==> config.mk <==
export PLATFORM = sky130hd
export DESIGN_NAME = hier_upstream_collector
export DESIGN_NICKNAME = d
export VERILOG_FILES = /design/src/rtl/hier_pkg.sv /design/src/rtl/hier_upstream_collector_fifo.sv /design/src/rtl/hier_upstream_collector.sv
export SDC_FILE = /design/constraint.sdc
export NUM_CORES = 1
export LEC_CHECK = 0
export CAP_MARGIN = 0
export CORE_MARGIN = 2
export CORE_UTILIZATION = 35
export CTS_BUF_LIST = sky130_fd_sc_hd__clkbuf_4
export CTS_CLUSTER_SIZE = 25
export DETAILED_ROUTE_END_ITERATION = 12
export GPL_TIMING_DRIVEN = 0
export PLACE_DENSITY_LB_ADDON = 0.1
export RECOVER_POWER = 25
export SYNTH_ARGS = -nofsm -noshare
export SYNTH_HDL_FRONTEND = slang
export SYNTH_SLANG_ARGS = --single-unit
==> constraint.sdc <==
create_clock -name clk -period 8.47 [get_ports clk]
set_input_delay 2.1175 -clock clk [delete_from_list [all_inputs] [get_ports clk]]
set_output_delay 2.1175 -clock clk [all_outputs]
set_load 0.05 [all_outputs]
==> src/rtl/hier_pkg.sv <==
// Shared types and the round-robin pick helper for the hierarchy upstream collector.
// The entry struct describes the default configuration: a source tag above the payload.
package hier_pkg;

    localparam int HIER_NUM_CHILD  = 5;
    localparam int HIER_DATA_W     = 16;
    localparam int HIER_FIFO_DEPTH = 4;
    localparam int HIER_SRC_W      = (HIER_NUM_CHILD > 2) ? $clog2(HIER_NUM_CHILD) : 1;

    localparam int RR_MAX   = 16;
    localparam int RR_IDX_W = 4;

    typedef struct packed {
        logic [HIER_SRC_W-1:0]  src;
        logic [HIER_DATA_W-1:0] data;
    } entry_t;

    typedef struct packed {
        logic                found;
        logic [RR_IDX_W-1:0] idx;
    } rr_pick_t;

    // Scan from the highest offset down so the lowest offset from ptr is the last writer.
    function automatic rr_pick_t rr_pick(input logic [RR_MAX-1:0]   valid,
                                         input logic [RR_IDX_W-1:0] ptr,
                                         input int                  num = HIER_NUM_CHILD);
        rr_pick_t res;
        int       cand;
        res = '0;
        for (int k = RR_MAX - 1; k >= 0; k--) begin
            if (k < num) begin
                cand = (int'(ptr) + k) % num;
                if (valid[cand]) begin
                    res.found = 1'b1;
                    res.idx   = RR_IDX_W'(cand);
                end
            end
        end
        return res;
    endfunction

endpackage

==> src/rtl/hier_upstream_collector_fifo.sv <==
// Small synchronous FIFO holding tagged words on their way to the parent level.
// Pointers wrap naturally because the depth is a power of two.
module hier_sync_fifo #(
    parameter int WIDTH = 19,
    parameter int DEPTH = 4
) (
    input  logic             clk,
    input  logic             rst,
    input  logic             push,
    input  logic             pop,
    input  logic [WIDTH-1:0] din,
    output logic [WIDTH-1:0] dout,
    output logic             full,
    output logic             empty
);

    localparam int PTR_W = $clog2(DEPTH);
    localparam int CNT_W = PTR_W + 1;

    logic [WIDTH-1:0] mem_q [DEPTH];
    logic [WIDTH-1:0] mem_d [DEPTH];
    logic [PTR_W-1:0] wr_ptr_q, wr_ptr_d;
    logic [PTR_W-1:0] rd_ptr_q, rd_ptr_d;
    logic [CNT_W-1:0] count_q, count_d;
    logic             do_push, do_pop;

    assign full    = (count_q == CNT_W'(DEPTH));
    assign empty   = (count_q == '0);
    assign do_push = push & ~full;
    assign do_pop  = pop & ~empty;
    assign dout    = mem_q[rd_ptr_q];

    always_comb begin
        mem_d    = mem_q;
        wr_ptr_d = wr_ptr_q;
        rd_ptr_d = rd_ptr_q;
        if (do_push) begin
            mem_d[wr_ptr_q] = din;
            wr_ptr_d        = wr_ptr_q + PTR_W'(1);
        end
        if (do_pop) begin
            rd_ptr_d = rd_ptr_q + PTR_W'(1);
        end
        count_d = count_q + CNT_W'(do_push) - CNT_W'(do_pop);
    end

    // Storage is cleared on reset so the head reads zero while the FIFO is empty after reset.
    always_ff @(posedge clk or posedge rst) begin
        if (rst) begin
            for (int i = 0; i < DEPTH; i++) begin
                mem_q[i] <= '0;
            end
            wr_ptr_q <= '0;
            rd_ptr_q <= '0;
            count_q  <= '0;
        end else begin
            mem_q    <= mem_d;
            wr_ptr_q <= wr_ptr_d;
            rd_ptr_q <= rd_ptr_d;
            count_q  <= count_d;
        end
    end

endmodule

==> src/rtl/hier_upstream_collector.sv <==
// Fan-in collector: round-robin grant over child ports, tag each word with its source
// index, and buffer toward the parent through hier_sync_fifo.
module hier_upstream_collector
    import hier_pkg::*;
#(
    parameter  int NUM_CHILD  = HIER_NUM_CHILD,
    parameter  int DATA_W     = HIER_DATA_W,
    parameter  int FIFO_DEPTH = HIER_FIFO_DEPTH,
    localparam int SRC_W      = (NUM_CHILD > 2) ? $clog2(NUM_CHILD) : 1
) (
    input  logic                             clk,
    input  logic                             rst,
    input  logic [NUM_CHILD-1:0]             child_valid,
    input  logic [NUM_CHILD-1:0][DATA_W-1:0] child_data,
    output logic [NUM_CHILD-1:0]             child_ready,
    output logic                             up_valid,
    output logic [DATA_W-1:0]                up_data,
    output logic [SRC_W-1:0]                 up_src,
    input  logic                             up_ready,
    output logic [15:0]                      accept_cnt
);

    localparam int ENTRY_W = SRC_W + DATA_W;

    logic [SRC_W-1:0]   rr_ptr_q, rr_ptr_d;
    logic [15:0]        accept_cnt_q, accept_cnt_d;
    rr_pick_t           pick;
    logic               pick_ok;
    logic [SRC_W-1:0]   grant_idx;
    logic               push;
    logic               fifo_full, fifo_empty;
    logic [ENTRY_W-1:0] push_entry, head_entry;

    // Grant is held off during reset so no child sees a handshake that will be discarded.
    always_comb begin
        pick        = rr_pick(RR_MAX'(child_valid), RR_IDX_W'(rr_ptr_q), NUM_CHILD);
        pick_ok     = pick.found && (int'(pick.idx) < NUM_CHILD);
        grant_idx   = pick.idx[SRC_W-1:0];
        child_ready = '0;
        if (pick_ok && !fifo_full && !rst) begin
            child_ready[grant_idx] = 1'b1;
        end
        push       = |(child_valid & child_ready);
        push_entry = {grant_idx, child_data[grant_idx]};

        rr_ptr_d     = rr_ptr_q;
        accept_cnt_d = accept_cnt_q;
        if (push) begin
            rr_ptr_d     = (grant_idx == SRC_W'(NUM_CHILD - 1)) ? '0 : grant_idx + SRC_W'(1);
            accept_cnt_d = accept_cnt_q + 16'd1;
        end
    end

    always_ff @(posedge clk or posedge rst) begin
        if (rst) begin
            rr_ptr_q     <= '0;
            accept_cnt_q <= '0;
        end else begin
            rr_ptr_q     <= rr_ptr_d;
            accept_cnt_q <= accept_cnt_d;
        end
    end

    hier_sync_fifo #(
        .WIDTH (ENTRY_W),
        .DEPTH (FIFO_DEPTH)
    ) u_fifo (
        .clk   (clk),
        .rst   (rst),
        .push  (push),
        .pop   (up_valid & up_ready),
        .din   (push_entry),
        .dout  (head_entry),
        .full  (fifo_full),
        .empty (fifo_empty)
    );

    assign up_valid   = ~fifo_empty;
    assign up_src     = head_entry[ENTRY_W-1 -: SRC_W];
    assign up_data    = head_entry[DATA_W-1:0];
    assign accept_cnt = accept_cnt_q;

endmodule

### Routing congestion, run 1

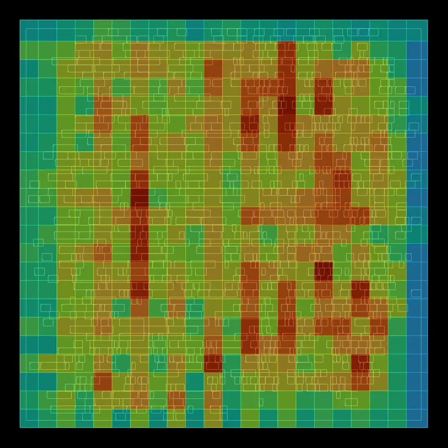
grt met1 use: 30.2%
global-route met2 utilization: 31.6%
grt met3 use: 2.78%
GRT Total Usage: 20.4%
most used routing layer: met2

### The metal 3 layer, run 1

Scale bar: 50 um.
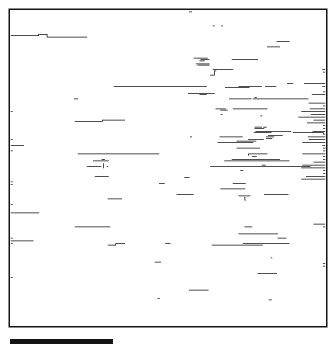
main direction: horizontal
nets with wire on the layer: 110
longest straight run: 48.3 um
share of all routed wire: 4.1%
Total Wirelength: 24.4 mm
total number of vias: 6932

==> reports/results.tsv, run 1 <==
stage	metric	value	unit
status	violated checks	max-capacitance violations, max-slew violations	
worst_setup_path	crit path from	rr_ptr_q[0]	
clocking	H-tree Lvls	3	
status	status	finished with violations	
clocking	clock tree from TritonCTS	built	
clocking	Worst-path clk slew	160	ps
worst_setup_path	crit path launch type	flip-flop	
logic_synthesis	FFs w/ async S/R, synth	100	%
floorplan	row count	54	
drt	DR vias/cell	5.64	
logic_synthesis	cell area after synthesis	7750	um^2
logic_synthesis	Cell Type Count	81	
final_timing	final setup margin	446	ps
clocking	Hold-fix buffers, CTS	0	
global_route	initial antenna violation count	2	
logic_synthesis	top cells, area	dfrtp_1, mux2_2, mux4_2	
worst_setup_path	CP Max Fanout	12	
floorplan	Die X	153	um
final_timing	final-report max-slew violation count	105	
global_route	vias in the first global route	6791	
floorplan	Die Ht	153	um
clocking	Max Root-Sink Buffers	2	
worst_setup_path	FF-to-FF Start	rr_ptr_q[0]	
logic_synthesis	Synth Instances	791	
final_timing	Tcrit/Tclk final	94.7	%
worst_setup_path	critical path's slowest cell	or4b_1	
cells_and_area	# fillers	2155	
final_timing	Final Hold Fails	0	
logic_synthesis	Yosys Instances	791	
cells_and_area	most numerous logic cell after layout	clkdlybuf4s50_1	
cells_and_area	layout net count	1062	
cells_and_area	most common logic cells in the final layout	clkdlybuf4s50_1, dfrtp_1, mux2_2	
final_timing	Final Skew	11.6	ps
worst_setup_path	cell mode on critical path	buf_4	
run	Max-cap violations	2	
worst_setup_path	worst path cell trace	buf_4, inv_2, buf_8, ha_4, buf_4, clkinvlp_4, ha_1, nor3_4, or3_4, nand2_1, ha_4, mux2_2, nor2_1, or4b_1, a21oi_4, nor4b_1, o311a_1, nor2_4, buf_6, ha_2, o211ai_1, buf_4, nor3_1, buf_4	
### Sequential cells colored by netlist name, run 1

Other sequential cells in the stronger gray, the rest of the logic in the fainter gray.
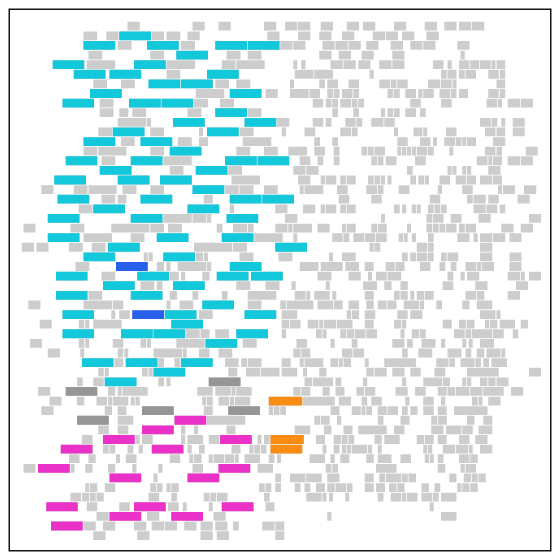
[cyan] u_fifo.mem_q | flops: 76
[blue] u_fifo.rd_ptr_q | flops: 2
[magenta] accept_cnt | flops: 16
[orange] rr_ptr_q | flops: 3
not colored: 5

-- run 1: worst register-to-register path, cell delays in order (launching register included) --
cell        delay (ps)
dfrtp_2            400
buf_4              200
inv_2               90
buf_8              160
ha_4               330
buf_4              210
clkinvlp_4         180
buf_4              170
ha_1               160
inv_1               50
ha_1               260
o311a_4            420
o21ai_0            310
a41o_1             230
o211ai_2           140
buf_4              210
o31ai_2            450
buf_2              390
nor2_4             120
ha_2               220
o211ai_1           240
buf_4              180
inv_1               50
clkbuf_1           220
ha_1               280
fa_1               390
xnor2_1            180
-- run 1: cells in the mapped netlist (12+ instances only) --
library cell / number
inv_1: 44
nor3_1: 44
clkbuf_1: 30
o21ai_0: 17
nor2_1: 30
and4_1: 30
a22o_1: 30
dfrtp_1: 102
xnor2_1: 14
buf_2: 21
a21oi_1: 37
xor2_1: 12
mux2_2: 69
ha_1: 31
a211oi_1: 18
nand2_1: 48
nand3_1: 25
mux4_2: 20
-- run 1: flip-flops by register name (all words and copies together) (netlist names) --
register         count
u_fifo.rd_ptr_q      2
accept_cnt          16
u_fifo.wr_ptr_q      2
u_fifo.mem_q        76
u_fifo.count_q       3
rr_ptr_q             3
-- run 1: path summary, 6_finish.rpt --
path	endpoint	slack [ps]	cells past startpoint
worst max-delay path	child_ready[1]	450	24
worst min-delay path	accept_cnt[15]	480	1
worst max register to register	u_fifo.count_q[2]	2170	26
worst min register to register	accept_cnt[15]	480	1
max in group asynchronous	u_fifo.mem_q[15]	1860	3
min in group asynchronous	accept_cnt[8]	2500	2
-- run 1: metal layers --
metal	up-vias	global-route usage, %	routed length, um	share of wire (%)
met5	-	0	0	0
met4	0	5.20	444	1.8
met3	25	2.78	987	4.1
met2	196	31.6	11100	45
met1	3402	30.2	11900	49
li1	3309	-	-	-
-- run 1: final cells by class --
| cell class | instances | area [um^2] | share of cell area [%] |
|---|---|---|---|
| diodes | 2 | 5.00 | 0.0512 |
| plain buffers | 60 | 304 | 3.11 |
| clock buffers | 9 | 67.6 | 0.691 |
| clock inverters | 7 | 120 | 1.23 |
| inverters | 46 | 181 | 1.86 |
| multi-input cells | 583 | 4850 | 49.6 |
| flip-flops and latches | 102 | 2550 | 26.1 |
| well taps | 280 | 350 | 3.58 |
| repair buffers | 140 | 1350 | 13.8 |
-- run 1: repair_timing --
item / CTS / global route
endpoints found under the setup margin: 5 / 5
gates resized: 54 / 13
buffers inserted: 5 / 7
pin swaps: 2 / 2
-- run 1: kinds of logic (layout without fill, tap and decap cells) --
family	Yosys count	after routing	share of synthesized area [%]
AND/OR/NAND/NOR	241	241	17.1
multiplexers	96	96	16.8
AND-OR/OR-AND	187	187	19.1
adder cells (fa/ha/maj)	32	32	5.26
buffers and inverters	106	262	5.76
XOR/XNOR	27	27	3.15
flip-flops	102	102	32.9
other	0	2	0
==> run 1 -> run 2 <==
CORE_UTILIZATION = 55   (was 35)
### Logic cells by family, run 2

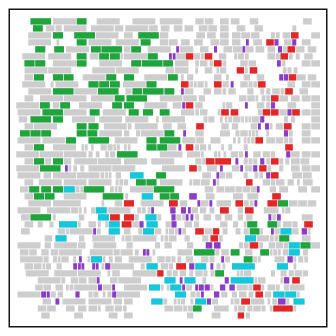
[green] mux cells | cells: 96 | most used: mux2_2
[red] non-inverting ao/oa cells | cells: 56 | most used: a22o_1
[purple] nand cells | cells: 91 | most used: nand2_1
[cyan] fa/ha/maj cells | cells: 32 | most used: ha_1

### Routing congestion, run 2

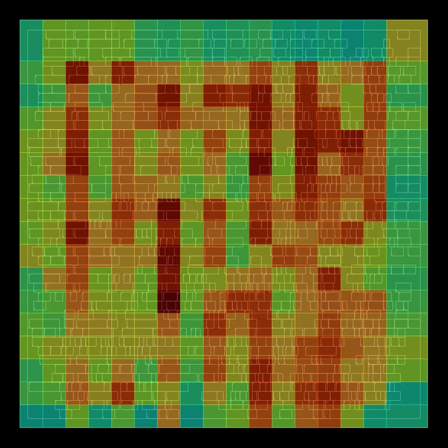
Final Util: 69.1%
grt met3 use: 5.02%
GRT Total Usage: 30.7%
WL per Instance: 20.4 um
grt met1 use: 42.5%

==> reports/results.tsv, run 2 <==
stage	metric	value	unit
worst_setup_path	critical path's slowest cell	or4b_1	
clocking	clock sinks	102	
clocking	Num CTS Buffers	9	
logic_synthesis	Synth Instances	791	
drt	DR vias/cell	6.45	
final_timing	Tcrit/Tclk final	97.0	%
clocking	Worst-path clk slew	140	ps
worst_setup_path	CP Capture Type	output port	
final_timing	Final Hold Fails	0	
logic_synthesis	Yosys Instances	791	
final_timing	hold_ws	479	ps
placed_design	HPWL after DPL	17.0	mm
worst_setup_path	crit path launch type	flip-flop	
clocking	Max Root-Sink Buffers	2	
cells_and_area	share of layout cells above drive strength 1	19.5	%
placed_design	Area after DPL	9280	um^2
global_route	GRT overflow	0	
final_timing	final-report max-slew violation count	79	
run	Max-cap violations	1	
floorplan	Die Ht	123	um
logic_synthesis	Cell Type Count	81	
drt	Total Wirelength	22.9	mm
logic_synthesis	post-synth top area share	32.9	%
floorplan	Core Density at Floorplan	56.1	%
drt	initial drt markers	692	
floorplan	Die Area	15100	um^2
floorplan	row count	43	
final_timing	Final setup viols	0	
cells_and_area	Post-Layout Cell Count	1120	
worst_setup_path	CP Max Fanout	12	
placed_design	Placed Cells	1099	
run	tool warnings	44	
logic_synthesis	Synthesized Nets	911	
final_timing	Worst slew margin	-167	%
placed_design	IO Port Bufs	127	
final_timing	Final Skew	23.5	ps
logic_synthesis	Avg Inst Size Synth	9.80	um^2
clocking	Latency at later pin	480	ps
drt	Final ANT Viol Nets	0	
clocking	Hold-fix buffers, CTS	0	
logic_synthesis	Synth Seq Share	32.9	%
logic_synthesis	most used flip-flop cell	dfrtp_1	
cells_and_area	max reg flops	76	
clocking	clock tree from TritonCTS	built	
logic_synthesis	Post-synth EDFFs	0	
final_timing	RSZ-0062 raised after global routing	no	
global_route	initial antenna violation count	0	
logic_synthesis	top cells by count	dfrtp_1, mux2_2, nand2_1	
cells_and_area	most common logic cells in the final layout	clkdlybuf4s50_1, dfrtp_1, mux2_2	
cells_and_area	Antenna Cells	0	
drt	total number of vias	7228	
clocking	H-tree Lvls	3	
placed_design	Place WS	-1470	ps
global_route	vias in the first global route	7264	
logic_synthesis	Ys Warns	0	
status	status	finished with violations	
drt	router iterations before antenna repair	5	
cells_and_area	most numerous logic cell after layout	clkdlybuf4s50_1	
floorplan	Die X	123	um
logic_synthesis	Synth top cell by count	dfrtp_1	
final_timing	final critical-path required period	8210	ps
global_route	largest net degree at the start of global routing	79	
logic_synthesis	top cells, area	dfrtp_1, mux2_2, mux4_2	
floorplan	Top-Level Pins	129	
cells_and_area	layout net count	1056	
status	violated checks	max-capacitance violations, max-slew violations	
worst_setup_path	kind of critical path	reg -> out	
logic_synthesis	FFs w/ async S/R, synth	100	%
placed_design	global placer's final weighted congestion	0.959	
drt	DR DRC count	0	
worst_setup_path	worst path cell trace	buf_4, inv_1, clkbuf_8, ha_4, buf_2, inv_1, ha_1, nor3_4, or3_4, nand2_1, ha_1, mux2_2, nor2_1, or4b_1, a21oi_4, nor4b_1, o311a_1, nor2_4, buf_6, ha_2, o211ai_1, clkbuf_8, nor2_1, buf_2	
global_route	global-route wire length before repair	36.4	mm
cells_and_area	largest register by flop count	u_fifo.mem_q	
final_timing	final setup margin	257	ps
worst_setup_path	CP peak stage delay	560	ps
logic_synthesis	cell area after synthesis	7750	um^2
logic_synthesis	Post-synth regs	102	
==> run 2: cell count changes in the layout (fill, tap and decap cells not counted), sizes merged <==
| cell | before | now |
|---|---|---|
| buf | 49 | 41 |
| bufinv | 3 | 1 |
| clkbuf | 38 | 40 |
| clkinv | 2 | 3 |
| clkinvlp | 3 | 2 |
| diode | 2 | 0 |
| inv | 45 | 46 |
==> run 2: path summary, 6_finish.rpt <==
kind / start / to / slack [ps] / depth (start not counted)
setup / recovery: rr_ptr_q[0] / child_ready[4] / 260 / 24
hold / removal: accept_cnt[15] / accept_cnt[15] / 480 / 1
setup reg to reg: rr_ptr_q[0] / u_fifo.count_q[1] / 2090 / 26
hold reg to reg: accept_cnt[15] / accept_cnt[15] / 480 / 1
max in group asynchronous: rst / u_fifo.mem_q[4] / 1900 / 3
min in group asynchronous: rst / accept_cnt[1] / 2330 / 2
==> run 2: cell type report <==
class	instances	area [um^2]
multi-input cells	583	4840
fillers	1038	4280
flip-flops and latches	102	2550
repair buffers	134	1310
plain buffers	60	307
well taps	180	225
inverters	46	178
clock buffers	9	67.6
clock inverters	6	60.1
==> run 2: metal layers <==
metal / vias to the layer above / global-route usage (%) / share of wire [%]
met5: - / 0 / 0
met4: 0 / 11.6 / 2.8
met3: 52 / 5.02 / 8.2
met2: 369 / 48.6 / 46
met1: 3517 / 42.5 / 43
li1: 3290 / - / -
==> run 2: cells by family after synthesis <==
group                    synth area share, %
AND/OR/NAND/NOR                         17.1
AND-OR/OR-AND                           19.1
buffers and inverters                   5.76
XOR/XNOR                                3.15
flip-flops                              32.9
multiplexers                            16.8
adder cells (fa/ha/maj)                 5.26
==> run 2: metrics by stage <==
stage / util [%] / TNS (ps)
after floorplan: - / -804
after global placement: 66.9 / -6870
after global routing: 69.1 / 0
after CTS: 68.8 / 0
after detailed placement: 67.1 / -7160
final: 69.1 / 0
==> run 2: what timing repair did <==
action                     CTS  global route
setup endpoints to repair    5             5
gates cloned                 0             0
setup buffers                3             3
pin swaps                    2             2
gates resized               59             8
==> run 2: critical path: cells and delay by family, from the launching register on <==
family	cells	cell delay [ps]
buf+inv	8	1580
simple gates	8	1510
fa+ha+maj	4	1020
compound gates	3	780
flops	1	440
mux	1	260
